<file path="src/rtl/phase_seq_ctrl.sv">
// phase_seq_ctrl: sequencer/monitor for the three phase-edge debouncers.
// Produces the shared enable tick, tracks phase rotation and edge order,
// measures the A-phase period in ticks and reports lock/fault status.
module phase_seq_ctrl #(
    parameter int unsigned DIV        = 500,
    parameter int unsigned PERW       = 12,
    parameter int unsigned LOCK_EDGES = 3
) (
    input  logic            clk,
    input  logic            rst,
    output logic            tick,
    input  logic [2:0]      dbphase,
    input  logic [2:0]      missing,
    output logic            locked,
    output logic            rotation,
    output logic            fault,
    output logic [1:0]      fault_code,
    output logic [PERW-1:0] period,
    output logic            period_valid
);

    localparam int unsigned PSW = (DIV > 1) ? $clog2(DIV) : 1;
    localparam int unsigned GW  = (LOCK_EDGES > 1) ? $clog2(LOCK_EDGES) : 1;

    localparam logic [1:0] CODE_NONE = 2'b00;
    localparam logic [1:0] CODE_MISS = 2'b01;
    localparam logic [1:0] CODE_SEQ  = 2'b10;
    localparam logic [1:0] CODE_OVF  = 2'b11;

    typedef enum logic [2:0] {
        S_IDLE,
        S_SYNC,
        S_TRACK,
        S_LOCKED,
        S_FAULT
    } state_t;

    state_t          state_q, state_d;
    logic [PSW-1:0]  presc_q;
    logic            tick_q;
    logic [PERW-1:0] pcnt_q, pcnt_d;
    logic [GW-1:0]   good_q, good_d;
    logic [2:0]      last_q, last_d;     // one-hot phase of the last accepted edge
    logic            rot_q, rot_d;
    logic            locked_q, locked_d;
    logic            fault_q, fault_d;
    logic [1:0]      code_q, code_d;
    logic [PERW-1:0] period_q, period_d;
    logic            pv_q, pv_d;

    logic            multi;
    logic            single;
    logic            a_edge;
    logic            pcnt_sat;
    logic [2:0]      exp_edge;
    logic            go_fault;
    logic [1:0]      cause;

    assign multi    = (dbphase & (dbphase - 3'd1)) != 3'b000;
    assign single   = (dbphase != 3'b000) && !multi;
    assign a_edge   = (dbphase == 3'b001);
    assign pcnt_sat = (pcnt_q == '1);
    // A->B->C is a left rotation of the one-hot phase, A->C->B a right rotation.
    assign exp_edge = rot_q ? {last_q[0], last_q[2:1]} : {last_q[1:0], last_q[2]};

    // Prescaler: one-clk tick every DIV clocks, registered.
    always_ff @(posedge clk) begin
        if (rst) begin
            presc_q <= '0;
            tick_q  <= 1'b0;
        end else if (presc_q == PSW'(DIV - 1)) begin
            presc_q <= '0;
            tick_q  <= 1'b1;
        end else begin
            presc_q <= presc_q + 1'b1;
            tick_q  <= 1'b0;
        end
    end

    // Sequencer state and status registers.
    always_ff @(posedge clk) begin
        if (rst) begin
            state_q  <= S_IDLE;
            pcnt_q   <= '0;
            good_q   <= '0;
            last_q   <= 3'b001;
            rot_q    <= 1'b0;
            locked_q <= 1'b0;
            fault_q  <= 1'b0;
            code_q   <= CODE_NONE;
            period_q <= '0;
            pv_q     <= 1'b0;
        end else begin
            state_q  <= state_d;
            pcnt_q   <= pcnt_d;
            good_q   <= good_d;
            last_q   <= last_d;
            rot_q    <= rot_d;
            locked_q <= locked_d;
            fault_q  <= fault_d;
            code_q   <= code_d;
            period_q <= period_d;
            pv_q     <= pv_d;
        end
    end

    // Next-state logic: edge checking, lock counting, period capture, faults.
    always_comb begin
        state_d  = state_q;
        good_d   = good_q;
        last_d   = last_q;
        rot_d    = rot_q;
        locked_d = locked_q;
        fault_d  = fault_q;
        code_d   = code_q;
        period_d = period_q;
        pv_d     = 1'b0;
        go_fault = 1'b0;
        cause    = CODE_NONE;

        // An A edge always restarts the period count, even on a tick.
        if (a_edge) begin
            pcnt_d = '0;
        end else if (tick_q && !pcnt_sat) begin
            pcnt_d = pcnt_q + 1'b1;
        end else begin
            pcnt_d = pcnt_q;
        end

        case (state_q)
            S_IDLE: begin
                if (a_edge) begin
                    state_d = S_SYNC;
                end
            end
            S_SYNC: begin
                if (multi) begin
                    go_fault = 1'b1;
                    cause    = CODE_SEQ;
                end else if (dbphase == 3'b010) begin
                    rot_d   = 1'b0;
                    last_d  = 3'b010;
                    good_d  = '0;
                    state_d = S_TRACK;
                end else if (dbphase == 3'b100) begin
                    rot_d   = 1'b1;
                    last_d  = 3'b100;
                    good_d  = '0;
                    state_d = S_TRACK;
                end
            end
            S_TRACK, S_LOCKED: begin
                if (missing != 3'b000) begin
                    go_fault = 1'b1;
                    cause    = CODE_MISS;
                end else if (multi || (single && (dbphase != exp_edge))) begin
                    go_fault = 1'b1;
                    cause    = CODE_SEQ;
                end else if (pcnt_sat) begin
                    go_fault = 1'b1;
                    cause    = CODE_OVF;
                end else if (single) begin
                    last_d = dbphase;
                    if (a_edge) begin
                        period_d = pcnt_q;
                        pv_d     = 1'b1;
                    end
                    if (state_q == S_TRACK) begin
                        if (good_q == GW'(LOCK_EDGES - 1)) begin
                            state_d  = S_LOCKED;
                            locked_d = 1'b1;
                        end else begin
                            good_d = good_q + 1'b1;
                        end
                    end
                end
            end
            S_FAULT: begin
                if ((missing == 3'b000) && a_edge) begin
                    state_d = S_SYNC;
                    fault_d = 1'b0;
                    code_d  = CODE_NONE;
                end
            end
            default: begin
                state_d = S_IDLE;
            end
        endcase

        if (go_fault) begin
            state_d  = S_FAULT;
            fault_d  = 1'b1;
            code_d   = cause;
            locked_d = 1'b0;
            good_d   = '0;
        end
    end

    assign tick         = tick_q;
    assign locked       = locked_q;
    assign rotation     = rot_q;
    assign fault        = fault_q;
    assign fault_code   = code_q;
    assign period       = period_q;
    assign period_valid = pv_q;

endmodule

</file>
<file path="config.mk">
export PLATFORM = sky130hd
export DESIGN_NAME = phase_seq_ctrl
export DESIGN_NICKNAME = d
export VERILOG_FILES = /design/src/rtl/phase_seq_ctrl.sv
export SDC_FILE = /design/constraint.sdc
export NUM_CORES = 1
export LEC_CHECK = 0
export ABC_CLOCK_PERIOD_IN_PS = 2500
export CORE_ASPECT_RATIO = 2
export CORE_MARGIN = 2
export CORE_UTILIZATION = 55
export DETAILED_ROUTE_END_ITERATION = 10
export GPL_ROUTABILITY_DRIVEN = 0
export PLACE_DENSITY = 0.75
export SLEW_MARGIN = 20
export SYNTH_ARGS = -nofsm -noshare
export SYNTH_HDL_FRONTEND = slang
export SYNTH_SLANG_ARGS = --single-unit
</file>
<file path="constraint.sdc">
create_clock -name clk -period 2.5 [get_ports clk]
set_input_delay 0.5 -clock clk [delete_from_list [all_inputs] [get_ports clk]]
set_output_delay 0.5 -clock clk [all_outputs]
set_load 0.02 [all_outputs]
</file>
run_1/wire_density.png
The die is cut into 10 by 19 equal tiles; dark purple is low, yellow is high, scaled to the fullest tile. Values are wire area over tile area, all layers added.
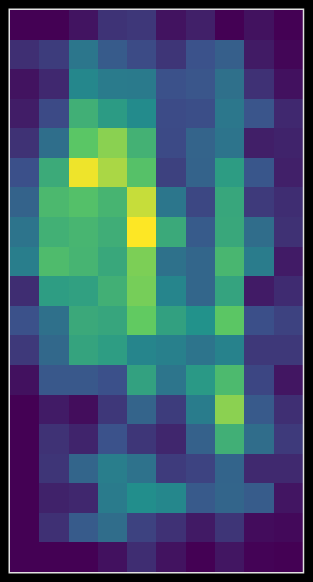
- mean over tiles: 0.17
- nearly empty tiles: 8.4%
- fullest tile: 0.56
- densest ninth of the die: centre

run_1/registers.png
The bar under the picture is 20 um long. Other sequential cells in the stronger grey, the rest of the logic in the fainter grey.
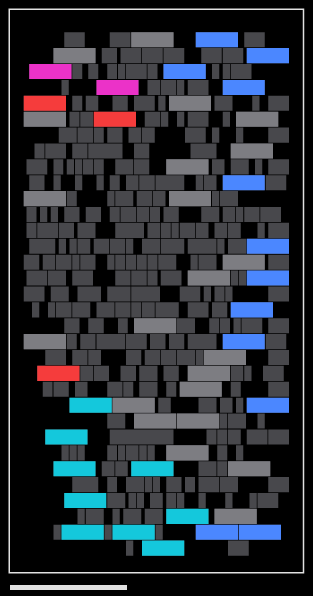
- period: blue (flops 12)
- fault_code: magenta (flops 2)
- presc_q: cyan (flops 9)
- state_q: red (flops 3)
- not coloured: 22

==> run notes, run 1 <==
Flow results follow.

The post-synth count of flops with an enable pin is 0. The fmax is ~420 MHz. The most numerous logic cell after layout is sky130_fd_sc_hd__dfxtp_1. In this run, post-CTS hold repair placed 0 buffers. The clock reaches the later pin of the worst-skew pair after 0.30 ns. Registers take 961 um2.

STA lists the startpoint of the worst hold path as presc_q[0]$_SDFF_PP0_. The worst setup path is launched from a primary input. Per the layout report, the design carries 7 non-clock inverters. The run finished with clean final reports. The worst slack at placement is -0.177 ns.

Looking at the VDD voltage map, the peak drop is 710 uV. The clock slew seen by the registers of the worst setup and hold paths is approximately 0.09 ns. After detailed routing, the average wire length per cell comes to 14.4 um.

Setup repair after global routing left no endpoint under its margin. The classification of the worst setup path is in -> reg. The terminating pin of the worst hold path is presc_q[0]$_SDFF_PP0_. Pins over their slew limit in the final report were tallied at 0.

In the synthesis report, Yosys lists the chip area as 0.00234 mm2. The iteration-0 DRC count of the detailed router is 44. The worst setup skew after layout is ~0.0032 ns.

The placement stage leaves a total instance area of 0.00278 mm2. The global routing's busiest layer is met2. The critical path endpoint has a required time of about 2.7 ns. The layout report gives the multi-input gate share of total cell area as 0.433. The mean number of vias per cell is 5.75.

The number of max-capacitance violations reported is 0. Per the layout report, the design carries 6 clock buffers. For the worst setup path, the data arrival time is 2.55 ns. The post-CTS setup buffer count is 0. The global-route wire length before repair is between 8000 and 9000 um. The number of diodes is 0.

The post-detailed-route DRC marker count is 0. The maximum clock path buffer count is 2. The worst relative slew slack is 0.669. The post-synthesis instance area is around 0.0023 mm2.

The static leakage is 1.13 nW. The slowest stage cell on the critical path is sky130_fd_sc_hd__or4_4. In this run the worst setup path terminates at period[11]$_SDFFE_PP0P_. Relative to the synthesized area, the layout overhead comes to 24.7%.

Routing resource usage on met3 recorded by global route was 0.0357. For this run, the register share of the synthesized area comes to 0.411. By area, the class that comes first in the final layout consists of multi-input combinational cells.

After detailed routing, the met3 layer carries between 100 and 150 um of wire. The last timing report of the flow puts the setup violation total at 0. The design has 48 sequential cells. Leaving out fill and tap cells, the most frequent cells in the layout are sky130_fd_sc_hd__dfxtp_1, sky130_fd_sc_hd__nor2_1, sky130_fd_sc_hd__buf_4.
run_1/density.png
The bar under the picture is 20 um long. The die is cut into 5 by 10 equal tiles; dark purple is low, yellow is high, 0 to 100% covered.
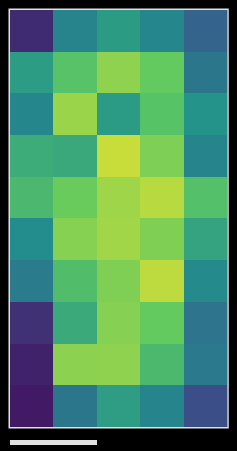
- tiles over 75% full: 34%
- fullest tile: 92%
- densest ninth of the die: centre
Finished Core Util: 0.713
Std-Cell Core Area: 0.00409 mm2
core utilization before placement: 0.572

run_1/metal_stack.png
Two of the layers only.
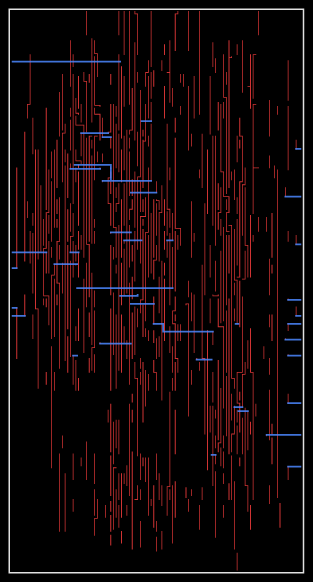
- met3: blue (wire length 145 um)
- met2: red (wire length 3040 um)

-- run 1: report_power, final --
part	switching [mW]	internal [mW]	total, mW
Clock	0.262	0.327	0.589
Combinational	0.302	0.270	0.572
Sequential	0.0602	0.821	0.881
Total	0.624	1.42	2.04
-- run 1: registers in the layout, summed over array words and instances, names as in the netlist --
signal / cells
pcnt_q: 12
period: 12
presc_q: 9
last_q: 3
state_q: 3
fault_code: 2
good_q: 2
fault: 1
locked: 1
period_valid: 1
rotation: 1
tick: 1
-- run 1: cells by family after synthesis --
family / after synthesis / share of synthesized area
buffers and inverters: 23 / 0.0530
AND-OR/OR-AND: 42 / 0.118
AND/OR/NAND/NOR: 118 / 0.254
flip-flops: 48 / 0.411
XOR/XNOR: 21 / 0.0786
adder cells (fa/ha/maj): 3 / 0.0161
multiplexers: 16 / 0.0690
==> inputs of run 2 (changes only) <==
--- a/config.mk
+++ b/config.mk
@@ -12,7 +12,7 @@
 export DETAILED_ROUTE_END_ITERATION = 10
 export GPL_ROUTABILITY_DRIVEN = 0
 export PLACE_DENSITY = 0.75
-export SLEW_MARGIN = 20
+export SLEW_MARGIN = 5
 export SYNTH_ARGS = -nofsm -noshare
 export SYNTH_HDL_FRONTEND = slang
 export SYNTH_SLANG_ARGS = --single-unit
==> run notes, run 2 <==
Flow results follow.

The worst hold path begins at presc_q[0]$_SDFF_PP0_. The routed design shows a wire length per standard cell of 14.4 um. Per Yosys stat, the portion of area used by sequential elements is 0.411. For hold timing, the worst endpoint is presc_q[0]$_SDFF_PP0_. The repair_antennas step left the layout with diodes totalling 0. The area growth from synthesis to final layout is 24.7%. Per the detailed placement report, the placed cell area equals 0.00278 mm2. The post-detailed-route DRC marker count is 0. The mean number of vias per cell is 5.75. The clock passes through at most 2 buffers.

The worst path arrival time is 2.55 ns. Leaving out fill and tap cells, the most frequent cells in the layout are sky130_fd_sc_hd__dfxtp_1, sky130_fd_sc_hd__nor2_1, sky130_fd_sc_hd__buf_4. The number of non-clock inverters in the layout is 7. Of the total power, the share spent switching nets is 0.306.

The number of enable flip-flop cells is 0. The run finished with clean final reports. Looking at the area split, the leading class of cells is multi-input combinational cells. The slowest stage cell on the critical path is sky130_fd_sc_hd__or4_4.

The most numerous logic cell after layout is sky130_fd_sc_hd__dfxtp_1. Summed over all nets, wire length on met3 after detailed routing comes to about 140 um. The clock buffers instantiated in the layout total 6. Before any placement, the netlist area is recorded as between 0.002 and 0.0025 mm2. The classification of the worst setup path is in -> reg. For reference, the critical path is captured by period[11]$_SDFFE_PP0P_.

The required time at the worst endpoint is listed as 2.68 ns. Of the total standard cell area in the layout, the multi-input combinational portion is 0.433. The combined flip-flop and latch cell area is about 960 um2.

The fmax is 422 MHz. The share of the core area taken by cells at floorplan is 0.572. The floorplan core area is 0.00409 mm2. The combinational-cell power consumption is 572 uW. Of the total power, registers draw 0.431.

The share of total power dissipated in combinational logic is 0.280. The worst slack at placement is -0.177 ns.
-- run 2: cell counts after synthesis --
Identical to the previous run, type by type.
-- run 2: cell families after synthesis --
kind of cell,Yosys count,share of synthesized area
xor gates and xnor gates,21,0.0786
muxes,16,0.0690
adders and majority gates,3,0.0161
buffers and inverters,23,0.0530
DFF,48,0.411
AOI/OAI and AO/OA,42,0.118
and+or+nand+nor,118,0.254
-- run 2: timing repair --
| action | in CTS | in global routing |
|---|---|---|
| gates resized | 0 | 2 |
| hold endpoints to repair | 0 | 0 |
| setup endpoints to repair | 0 | 1 |
| hold buffers | 0 | 0 |
-- run 2: worst reg2reg max path, delay by kind of cell (launching register included) --
kind / cells / cell delay [ns]
fa+ha+maj: 1 / 0.22
buf+inv: 1 / 0.07
flops: 1 / 0.39
mux: 1 / 0.22
simple gates: 4 / 1.18
run_2/wire_density.png
The die is cut into 10 by 19 equal tiles; dark purple is low, yellow is high, scaled to the fullest tile. Values are wire area over tile area, all layers added.
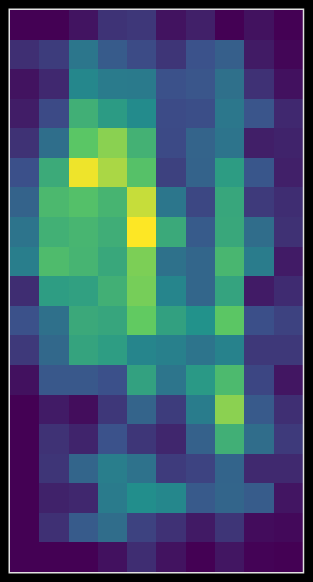
- mean over tiles: 0.17
- emptiest ninth of the die: south-west
- tiles over half the peak: 23%

run_2/registers.png
The bar under the picture is 20 um long. Other sequential cells in the stronger grey, the rest of the logic in the fainter grey.
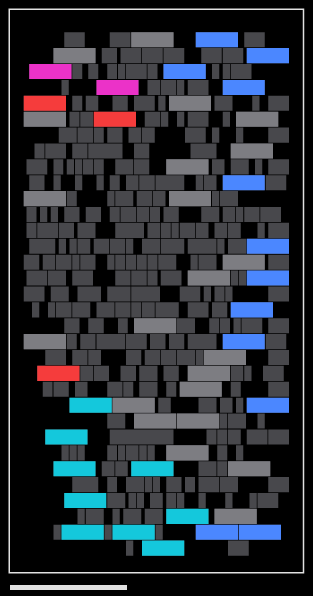
- period: blue (flops 12)
- presc_q: cyan (flops 9)
- fault_code: magenta (flops 2)
- state_q: red (flops 3)

==> inputs of run 3 (changes only) <==
--- a/config.mk
+++ b/config.mk
@@ -5,13 +5,14 @@
 export SDC_FILE = /design/constraint.sdc
 export NUM_CORES = 1
 export LEC_CHECK = 0
+export ABC_AREA = 1
 export ABC_CLOCK_PERIOD_IN_PS = 2500
 export CORE_ASPECT_RATIO = 2
-export CORE_MARGIN = 2
+export CORE_MARGIN = 1
 export CORE_UTILIZATION = 55
 export DETAILED_ROUTE_END_ITERATION = 10
 export GPL_ROUTABILITY_DRIVEN = 0
-export PLACE_DENSITY = 0.75
+export PLACE_DENSITY = 0.74
 export SLEW_MARGIN = 5
 export SYNTH_ARGS = -nofsm -noshare
 export SYNTH_HDL_FRONTEND = slang
==> run notes, run 3 <==
Flow results follow.

The worst relative slew slack is 0.636. The worst slack at placement is ~0.065 ns. The slowest stage cell on the critical path is sky130_fd_sc_hd__clkdlybuf4s50_1. The internal portion of the total power is 1.24 mW. The reported sequential group power is 870 uW.

The fraction of power consumed by combinational cells is 0.284. In this run the post-CTS setup repair buffer count came out at 0. The combinational-cell power consumption is 529 uW. The setup path with the least slack is of type in -> reg.

The global-route wire length before repair is 9200 um. In this run the cell area of the synthesized design comes to 0.00239 mm2. The library cell used most frequently in the layout, excluding fill and tap cells, is sky130_fd_sc_hd__nand2_1.

Per STA, the endpoint of the critical path is period[2]$_SDFFE_PP0P_. Of all power groups, the one with the highest power is registers. Of the total power, registers draw 0.467. After synthesis, the share of cell area in mux cells is 0.

After detailed routing, the met3 layer carries 112 um of wire. The portion of total power attributed to the clock network is 0.249. The terminating pin of the worst hold path is presc_q[0]$_SDFF_PP0_. The post-detailed-route DRC marker count is 0. At the worst endpoint, the required time is 2.68 ns. The static leakage is 1.13 nW. The chip area estimate from yosys synthesis is 0.00239 mm2. STA lists the startpoint of the worst hold path as presc_q[0]$_SDFF_PP0_. Detailed placement reports a standard cell area of 0.00273 mm2. From the final report, the count of setup violators was given as 0. STA classifies the critical path startpoint as a primary input. The first routing iteration left 36 violations. Per the power-grid run, VDD falls by no more than 497 uV. Clock-pin slew was measured on the worst setup and hold paths at 0.08 ns. The global routing's busiest layer is met2. In this run, post-CTS hold repair placed 0 buffers. The most common logic cells in the final layout are sky130_fd_sc_hd__nand2_1, sky130_fd_sc_hd__dfxtp_1, sky130_fd_sc_hd__inv_1. The area share of fa/ha/maj cells after synthesis is 0.0157. The run finished with clean final reports.

Summed over the clock group, the power is 464 uW. The script logs the ratio of routed vias to standard cells as 5.32. The number of gates resized after CTS was 0. The number of max-capacitance violations reported is 0. The source-to-sink clock delay at the later pin of the worst-skew pair is 0.29 ns. The number of diodes is 0. Counting pins that exceed their max-slew limit in the final report gives 0.

The fmax is 468 MHz. Of the combinational cells, the family taking the most area is simple AND/OR/NAND/NOR gates.
==> run 3: cell type report <==
class | count | area, um2 | area share
clock buffers | 8 | 90.1 | 0.0320
flip-flops and latches | 48 | 961 | 0.341
repair buffers | 31 | 298 | 0.106
multi-input cells | 232 | 1200 | 0.427
well taps | 52 | 65.1 | 0.0231
inverters | 53 | 200 | 0.0711
==> run 3: cell families after synthesis <==
family                   Yosys count
adder cells (fa/ha/maj)            3
buffers and inverters             57
AND/OR/NAND/NOR                  165
XOR/XNOR                           2
flip-flops                        48
AND-OR/OR-AND                     62
==> run 3: per-stage QoR <==
step	util	power [mW]
5_1_grt	0.682	1.98
6_report	0.682	1.86
3_3_place_gp	0.660	1.41
2_1_floorplan	-	1.26
4_1_cts	0.682	1.88
3_5_place_dp	0.660	1.41
run_3/metal_stack.png
Two of the layers only.
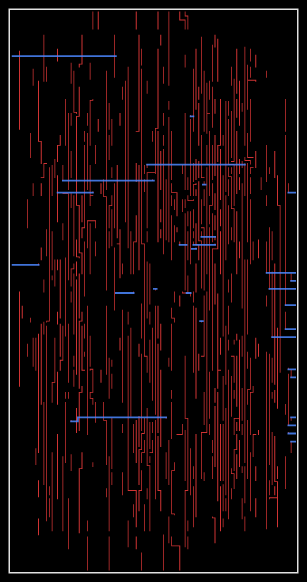
- met2: red (wire length 3080 um)
- met3: blue (wire length 113 um)
total track usage: 0.256
via count of the routed design: 2257
wire length after detailed routing: 5450 um
post-DR wirelength/cell: 12.8 um

run_3/density.png
The bar under the picture is 10 um long. The die is cut into 5 by 10 equal tiles; dark purple is low, yellow is high, 0 to 100% covered.
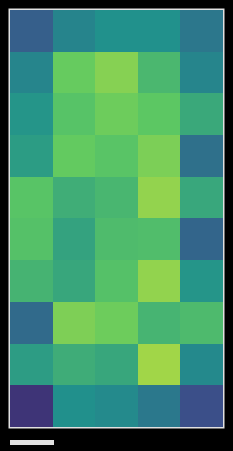
- fullest tile: 86%
- mean over tiles: 60%
- tiles over 75% full: 20%
Std-Cell Core Area: 0.00413 mm2
core utilization before placement: 0.578
Finished Core Util: 0.682


==> screenshots <==
Clock nets.
Plate I
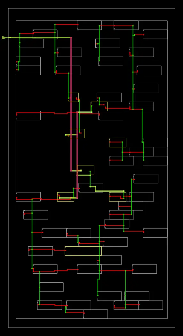
Plate II
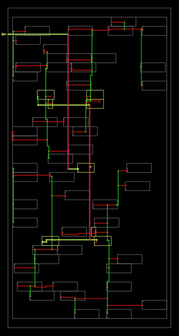
Run 3 is Plate II.
Run 2 is Plate I.

Power is estimated from default activity; no workload was simulated.
